--- config.mk ---
export PLATFORM = sky130hd
export DESIGN_NAME = pc_unit
export DESIGN_NICKNAME = d
export VERILOG_FILES = /design/src/rtl/pc_pkg.sv /design/src/rtl/pc_unit_retire_counter.sv /design/src/rtl/pc_unit.sv
export SDC_FILE = /design/constraint.sdc
export NUM_CORES = 1
export LEC_CHECK = 0
export ABC_AREA = 1
export CAP_MARGIN = 20
export CORE_MARGIN = 8
export CORE_UTILIZATION = 40
export DETAILED_ROUTE_END_ITERATION = 8
export PLACE_DENSITY = 0.79
export SLEW_MARGIN = 10
export SYNTH_ARGS = -nofsm -noshare
export SYNTH_HDL_FRONTEND = slang
export SYNTH_SLANG_ARGS = --single-unit
--- constraint.sdc ---
create_clock -name clk -period 1.97 [get_ports clk]
set_input_delay 0.197 -clock clk [delete_from_list [all_inputs] [get_ports clk]]
set_output_delay 0.197 -clock clk [all_outputs]
set_load 0.05 [all_outputs]
--- src/rtl/pc_pkg.sv ---
// Shared types, default vectors and the alignment helper for the PC unit.
package pc_pkg;

  typedef enum logic [1:0] {
    BOOT,
    RUN,
    HALTED
  } pc_state_t;

  localparam logic [31:0] DEFAULT_RESET_VECTOR = 32'h0000_0000;
  localparam logic [31:0] DEFAULT_TRAP_VECTOR  = 32'h0000_0100;

  // Only the two low address bits matter because the step is 2 or 4 bytes.
  function automatic logic is_aligned(input logic [1:0] addr, input int unsigned incr);
    if (incr == 2)
      return ~addr[0];
    else
      return (addr == 2'b00);
  endfunction

endpackage

--- src/rtl/pc_unit_retire_counter.sv ---
// Wrapping retired-instruction counter with synchronous clear.
module retire_counter #(
  parameter int unsigned CNT_W = 32
) (
  input  logic             clk,
  input  logic             clear,
  input  logic             enable,
  output logic [CNT_W-1:0] count
);

  // Count enabled cycles; clear wins over enable.
  always_ff @(posedge clk) begin
    if (clear)
      count <= '0;
    else if (enable)
      count <= count + CNT_W'(1);
  end

endmodule

--- src/rtl/pc_unit.sv ---
// Program-counter unit: fetch address, redirect/trap handling, halt/resume
// and retired-instruction count.
module pc_unit
  import pc_pkg::*;
#(
  parameter int unsigned       XLEN         = 32,
  parameter int unsigned       INCR         = 4,
  parameter logic [XLEN-1:0]   RESET_VECTOR = XLEN'(DEFAULT_RESET_VECTOR),
  parameter logic [XLEN-1:0]   TRAP_VECTOR  = XLEN'(DEFAULT_TRAP_VECTOR),
  parameter int unsigned       CNT_W        = 32
) (
  input  logic              clk,
  input  logic              rst,
  input  logic              advance,
  input  logic              stall,
  input  logic              redirect_valid,
  input  logic [XLEN-1:0]   redirect_target,
  input  logic              trap_req,
  input  logic              halt_req,
  input  logic              resume,
  output logic [XLEN-1:0]   pc,
  output logic [XLEN-1:0]   pc_plus_incr,
  output logic              fetch_valid,
  output logic [XLEN-1:0]   epc,
  output logic              fault,
  output logic [XLEN-1:0]   fault_addr,
  output logic [CNT_W-1:0]  retired,
  output logic              halted
);

  localparam logic [XLEN-1:0] INCR_STEP = XLEN'(INCR);

  pc_state_t       state, state_next;
  logic [XLEN-1:0] pc_next, epc_next, fault_addr_next;
  logic            fault_next;
  logic            step_en;
  logic            target_ok;

  assign step_en      = advance && !stall;
  assign target_ok    = is_aligned(redirect_target[1:0], INCR);
  assign pc_plus_incr = pc + INCR_STEP;

  // State register.
  always_ff @(posedge clk) begin
    if (rst)
      state <= BOOT;
    else
      state <= state_next;
  end

  // Next-state logic and state-derived outputs.
  always_comb begin
    state_next  = state;
    fetch_valid = 1'b0;
    halted      = 1'b0;
    case (state)
      BOOT: state_next = RUN;
      RUN: begin
        fetch_valid = 1'b1;
        if (halt_req)
          state_next = HALTED;
      end
      HALTED: begin
        halted = 1'b1;
        if (resume)
          state_next = RUN;
      end
      default: state_next = BOOT;
    endcase
  end

  // PC update selection in RUN: trap, aligned redirect, misaligned fault, step, hold.
  always_comb begin
    pc_next         = pc;
    epc_next        = epc;
    fault_addr_next = fault_addr;
    fault_next      = 1'b0;
    if (state == RUN) begin
      if (trap_req) begin
        pc_next  = TRAP_VECTOR;
        epc_next = pc;
      end else if (redirect_valid && target_ok) begin
        pc_next = redirect_target;
      end else if (redirect_valid) begin
        pc_next         = TRAP_VECTOR;
        epc_next        = pc;
        fault_addr_next = redirect_target;
        fault_next      = 1'b1;
      end else if (step_en) begin
        pc_next = pc_plus_incr;
      end
    end
  end

  // Datapath registers.
  always_ff @(posedge clk) begin
    if (rst) begin
      pc         <= RESET_VECTOR;
      epc        <= '0;
      fault_addr <= '0;
      fault      <= 1'b0;
    end else begin
      pc         <= pc_next;
      epc        <= epc_next;
      fault_addr <= fault_addr_next;
      fault      <= fault_next;
    end
  end

  retire_counter #(
    .CNT_W (CNT_W)
  ) u_retire (
    .clk    (clk),
    .clear  (rst),
    .enable ((state == RUN) && step_en),
    .count  (retired)
  );

endmodule

Fig. 1: run 1, wires at chosen ports, followed through buffers
(3 px per um)
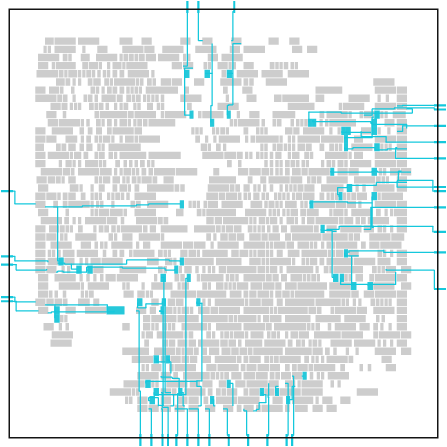
| color | port | bits | direction | edge | end cells | buffers | wire |
|---|---|---|---|---|---|---|---|
| cyan | `redirect_target` | 32 | input | 13 south, 11 east, 5 west, 3 north | 55 | 32 | 1410 um |
Buffers on Ports: 202
io pins: 203

Fig. 2: run 1, wiring heat map
(3 px per um) 28 x 28 tiles, from dark blue (low) to red (high), scaled to the fullest tile. Values are wire area over tile area, all layers added.
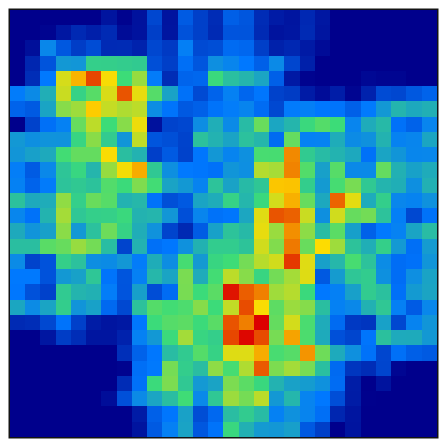
fullest tile: 0.63
emptiest ninth of the die: south-west
tiles over half the peak: 20%
GRT Resource Usage Total: 22.2%
vias: 7111
Routed WL per cell: 16.8 um
WL final: 23.9 mm

Fig. 3: run 1, placed standard cells
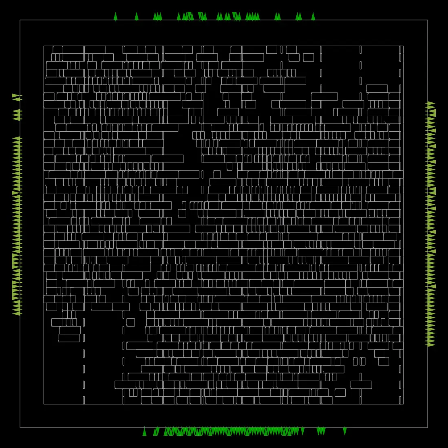
Final Non-Filler Cells: 1421
seq_cells: 131
final cell utilization of the core: 66.3%
filler instances: 1264
# rows: 46

==> results.sh, run 1 <==
# yosys + openroad results
export IMPL_synth_seq_cells=131
export IMPL_relSlewSlack_pct=60.5
export IMPL_fp_util_pct=40.6
export IMPL_cts_root_buf="clkbuf_16"
export IMPL_adder_share_pct=0.392
export IMPL_cp_endpoint="pc_plus_incr[17]"
export IMPL_antenna_found_initial=0
export IMPL_synthesis_area_mm2=0.00638
export IMPL_grt_max_degree=49
export IMPL_crit_fanout=6
export IMPL_setup_slack_ns=-0.164
export IMPL_slowest_stage="dfxtp_4"
export IMPL_drive_gt1_share_pct=21.0
export IMPL_dpl_instance_area_mm2=0.00926
export IMPL_chipArea_mm2=0.0203
export IMPL_stdcell_area_mm2=0.0104
export IMPL_skew_ns=0.00873
export IMPL_synth_seq_share_pct=41.1
export IMPL_tritoncts="built"
export IMPL_grt_first_pass_wirelength_mm=35.4
export IMPL_cp_startpoint="pc[8]"
export IMPL_cts_buffers=17
export IMPL_timing_rr_end="pc[17]"
export IMPL_hp_start="rst"
export IMPL_crit_chain="nand2_2 > nor2_4 > nand2_4 > nor2_4 > buf_12 > xor2_4 > buf_12"
export IMPL_worst_slew_pin_slew_ns=0.593
export IMPL_post_place_ws_ns=-0.0165
export IMPL_clockBufferDepth=2
export IMPL_logic_family="simple AND/OR/NAND/NOR gates"
export IMPL_ir_worst_vdd_mv=0.562
export IMPL_critPathMaxStageDelay_ns=0.42
export IMPL_setup_viol=21
export IMPL_nNetsFinal=1234
export IMPL_cts_hold_buf=0
export IMPL_r2r_slack_ns=0.11
export IMPL_path_class="reg2out"
export IMPL_worstSetupStartpointType="register"
export IMPL_crit_buf_inv=2
export IMPL_cap_violations=0
export IMPL_failed_checks="negative setup slack"
export IMPL_max_freq_mhz=469
export IMPL_grt_pass1_vias=6720
export IMPL_ys_cells=942
export IMPL_p_per_area_mw_per_mm2=705
export IMPL_ys_chip_area_mm2=0.00638
export IMPL_antennaDiodeCount=0
export IMPL_hold_class="in2reg"
export IMPL_ys_warn_count=0
export IMPL_core_region_area_mm2=0.0157
export IMPL_drtIter0Drc=534
export IMPL_period_needed_ns=2.13
export IMPL_synth_mux_area_fraction_pct=0
export IMPL_layout_top_cell="nand2_1"
export IMPL_p_leak_nw=4.19
export IMPL_area_growth_pct=63.3
export IMPL_routed_via_density=5.00
export IMPL_simple_gate_share_pct=34.5
export IMPL_clock_sinks=131
export IMPL_worstSetupPathDepth=7
export IMPL_crit_required_ns=1.77
export IMPL_syn_inst=942
export IMPL_ys_sh_aoi_pct=12.7
export IMPL_period_used_pct=108
export IMPL_ys_types=35
export IMPL_worst_hold_slack_ns=0.326
export IMPL_dieWidth_um=142
export IMPL_crit_path_end_kind="primary output"
export IMPL_dp_hpwl_mm=16.8
export IMPL_insertion_delay_ns=0.42
export IMPL_drv_slew=0
export IMPL_whs_endpoint="pc[0]"
export IMPL_outcome="finished with violations"
export IMPL_synth_avg_cell_area_um2=6.77
export IMPL_fin_tns_setup_ns=-1.83
export IMPL_arrival_ns=1.94
export IMPL_route_detailed_drc=0
[run 1: repair_timing]
action	CTS	global route
cloned	0	0
pin swaps	12	27
buffers inserted	9	21
endpoints found under the setup margin	26	30
gates resized	26	64
endpoints found under the hold margin	0	0
[run 1: cells in the mapped netlist, drive strengths merged]
library cell / count / area [um^2]
nand2: 268 / 1030
nor2: 182 / 791
dfxtp: 131 / 2620
o21ai: 90 / 450
inv: 74 / 278
a21oi: 68 / 340
nand3: 23 / 115
clkbuf: 22 / 114
nor3: 18 / 101
buf: 16 / 98.9
xor2: 14 / 153
xnor2: 8 / 70.1
nand4: 7 / 43.8
and2: 6 / 37.5
nand3b: 6 / 45.0
ha: 2 / 25.0
a31o: 1 / 8.76
and3: 1 / 6.26
dlygate4sd1: 1 / 8.76
nor3b: 1 / 18.8
o21a: 1 / 7.51
o22ai: 1 / 6.26
or2: 1 / 6.26
[run 1: per-layer routing]
layer | wire length, um | GRT usage, %
met1 | 9720 | 25.7
met2 | 11400 | 37.3
met3 | 1940 | 7.08
met4 | 818 | 8.95
met5 | 0 | 0
[run 1: power breakdown]
group / switching [mW] / leakage (nW) / total (mW) / internal, mW
logic: 0.768 / 2.81 / 1.17 / 0.404
registers: 0.0703 / 1.08 / 2.81 / 2.74
clock network: 1.22 / 0.298 / 3.36 / 2.14
[run 1: sequential cells by signal, indices dropped and copies added, names as in the netlist]
register and flops:
epc 32, fault_addr 32, pc 32, u_retire.count 32
state 2, fault 1
[run 1: final cells by class]
type	instances	area (um^2)
clock buffers	18	439
clock inverters	14	185
fillers	1264	5300
inverters	74	282
multi-input cells	698	3690
flip-flops and latches	131	2690
well taps	216	270
repair buffers	270	2870
Fig. 4: run 1, metal layers overlaid
(3 px per um) Two of the layers only.
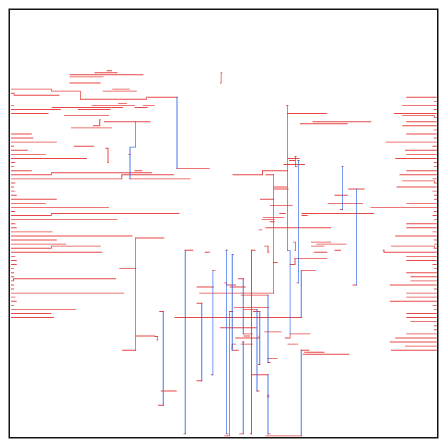

==> run 1 -> run 2 <==
- SKIP_LAST_GASP: unset -> 1
Fig. 5: run 2, metal layers overlaid
(3 px per um) Two of the layers only.
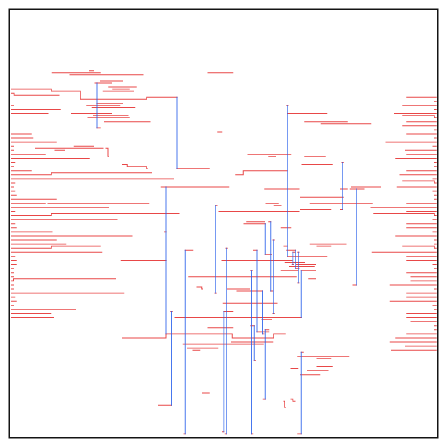
| color | layer | wire length |
|---|---|---|
| blue | metal 4 | 661 um |
| red | metal 3 | 2170 um |
Routed WL per cell: 16.9 um
vias: 7175

Fig. 6: run 2, placed standard cells
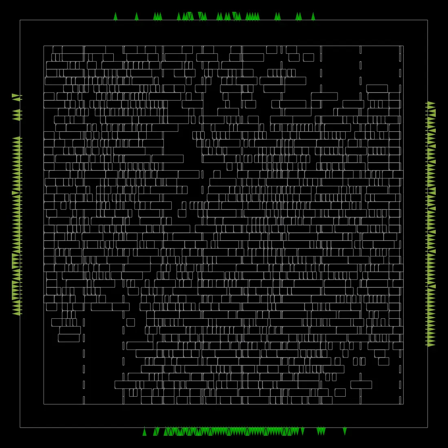
Tap Cells: 216
flop share of the area: 25.9%
filler instances: 1268
final cell utilization of the core: 66.0%

==> results.sh, run 2 <==
# yosys + openroad results
export IMPL_antenna_found_initial=0
export IMPL_fp_row_count=46
export IMPL_arrival_ns=1.97
export IMPL_timing_rr_start="pc[15]"
export IMPL_place_congestion=0.901
export IMPL_top_usage_layer="met2"
export IMPL_nNetsFinal=1234
export IMPL_track_usage_pct=22.2
export IMPL_relSlewSlack_pct=59.1
export IMPL_min_path_cells=5
export IMPL_dp_hpwl_mm=16.8
export IMPL_htree_num_levels=4
export IMPL_met3_usage_pct=7.08
export IMPL_cap_violations=0
export IMPL_period_needed_ns=2.17
export IMPL_cp_startpoint="pc[15]"
export IMPL_fp_util_pct=40.6
export IMPL_antennaDiodeCount=0
export IMPL_ys_chip_area_mm2=0.00638
export IMPL_failed_checks="negative setup slack"
export IMPL_stdcell_area_mm2=0.0104
export IMPL_clockBufferDepth=2
export IMPL_synth_avg_cell_area_um2=6.77
export IMPL_worst_slew_pin_slew_ns=0.613
export IMPL_grt_first_pass_wirelength_mm=35.4
export IMPL_rsz0062_at_grt="true"
export IMPL_grt_pass1_vias=6721
export IMPL_use_met2_pct=37.3
export IMPL_tritoncts="built"
export IMPL_synth_most_common_cell="nand2_1"
export IMPL_synth_seq_share_pct=41.1
export IMPL_finalPower_mw=7.34
export IMPL_overflow=0
export IMPL_ys_types=35
export IMPL_wl_met3_mm=2.17
export IMPL_dieWidth_um=142
export IMPL_r2r_slack_ns=0.09
export IMPL_firstDrtPassIters=5
export IMPL_p_leak_nw=4.13
export IMPL_skew_ns=0.00897
export IMPL_async_flop_share_pct=0
export IMPL_outcome="finished with violations"
export IMPL_fin_tns_setup_ns=-2.09
export IMPL_yosysTopAreaCell="dfxtp_1"
export IMPL_max_freq_mhz=461
export IMPL_syn_inst=942
export IMPL_top_layer="met4"
export IMPL_drv_slew=0
export IMPL_crit_required_ns=1.77
export IMPL_cts_resized_gates=25
export IMPL_period_used_pct=110
export IMPL_drtIter0Drc=667
export IMPL_synthTopCellsByCount="nand2_1, nor2_1, dfxtp_1"
export IMPL_ys_cells=942
export IMPL_core_region_area_mm2=0.0157
export IMPL_most_common_layout_cells="nand2_1, clkdlybuf4s50_1, nor2_1"
export IMPL_wl_mm=24.0
export IMPL_drive_gt1_share_pct=20.7
export IMPL_insertion_delay_ns=0.42
export IMPL_portBuffers=202
export IMPL_area_growth_pct=62.6
export IMPL_setup_slack_ns=-0.200
export IMPL_edf_count=0
export IMPL_whs_endpoint="u_retire.count[4]"
export IMPL_ant_nets=0
export IMPL_io_pins=203
export IMPL_cts_root_buf="clkbuf_16"
export IMPL_ys_warn_count=0
export IMPL_chipArea_mm2=0.0203
export IMPL_routed_wl_met2_mm=11.5
export IMPL_ir_worst_vdd_mv=0.566
export IMPL_hold_viol_final=0
export IMPL_timing_rr_end="pc[17]"
export IMPL_met1Wirelength_mm=9.68
export IMPL_clock_sinks=131
export IMPL_crit_fanout=5
export IMPL_top_area_share_pct=41.1
export IMPL_dpl_instance_area_mm2=0.00926
export IMPL_die_y_um=142
export IMPL_layout_top_cell="nand2_1"
export IMPL_crit_path_end_kind="primary output"
export IMPL_cts_buffers=17
export IMPL_synth_seq_cells=131
export IMPL_area_leaders="dfxtp_1, nand2_1, nor2_1"
export IMPL_setup_viol=26
export IMPL_routed_via_density=5.05
export IMPL_cts_hold_buf=0
export IMPL_warning_count=29
export IMPL_clk_pin_slew_ns=0.06
export IMPL_route_detailed_drc=0
export IMPL_syn_nets=984
export IMPL_path_class="reg2out"
export IMPL_p_per_area_mw_per_mm2=708
export IMPL_grt_max_degree=49
export IMPL_worstSetupStartpointType="register"
export IMPL_post_cts_buffers=9
export IMPL_hold_class="in2reg"
export IMPL_synthesis_area_mm2=0.00638
export IMPL_grt_util_met1_pct=25.7
export IMPL_hp_start="rst"
export IMPL_synthFlopType="dfxtp_1"
export IMPL_rr_worst_depth=11
## run 2: netlist changes by cell type in the layout (fill, tap and decap cells not counted), sizes merged
cell           delta
dlymetal6s2s      -2
dlygate4sd2       -1
clkdlybuf4s50     +3
## run 2: worst max-delay path, stage by stage (launching register included)
cell and delay, ns:
dfxtp_2 0.41, nand2_1 0.12, nor2_2 0.17, nand2_1 0.14, nor2_4 0.23, nand2_1 0.12, nand2_2 0.09, and2_4 0.15
buf_12 0.13
## run 2: where the power goes
part           leakage [nW]  internal, mW  switching, mW
Clock                 0.298          2.14           1.22
Sequential             1.08          2.74         0.0690
Combinational          2.75         0.401          0.770
Total                  4.13          5.28           2.06
## run 2: logic make-up (layout without fill, tap and decap cells)
kind of cell	after synthesis	in the layout	share of synthesized area, %
AND-OR/OR-AND	161	161	12.7
XOR/XNOR	22	22	3.49
adder cells (fa/ha/maj)	2	2	0.392
buffers and inverters	113	376	7.82
flip-flops	131	131	41.1
AND/OR/NAND/NOR	513	513	34.5
## run 2: area by class of cell
type	instances	area, um^2	area share, %
Multi-Input combinational cell	698	3650	35.2
Clock buffer	18	439	4.23
Inverter	74	282	2.71
Tap cell	216	270	2.60
Sequential cell	131	2690	25.9
Timing Repair Buffer	270	2860	27.6
Clock inverter	14	185	1.78
## run 2: worst max-delay path by stage
stage,endpoint,slack (ns)
final,pc_plus_incr[25],-0.20
after global placement,pc[16],0.08
after floorplan,pc[7],-0.1
after CTS,pc_plus_incr[28],-0.13
after global routing,pc_plus_incr[25],-0.28
after detailed placement,fault_addr[5],-0.02
## run 2: metrics by stage
step                cells  hold WS [ns]  worst slack (ns)
global placement     1360         0.461            0.0817
floorplan             942         0.340           -0.0992
detailed placement   1360         0.472           -0.0165
finish               1421         0.322            -0.200
global route         1421         0.345            -0.277
CTS                  1401         0.322            -0.133
Power figures rest on the tool's default switching activity, not on a simulated workload.
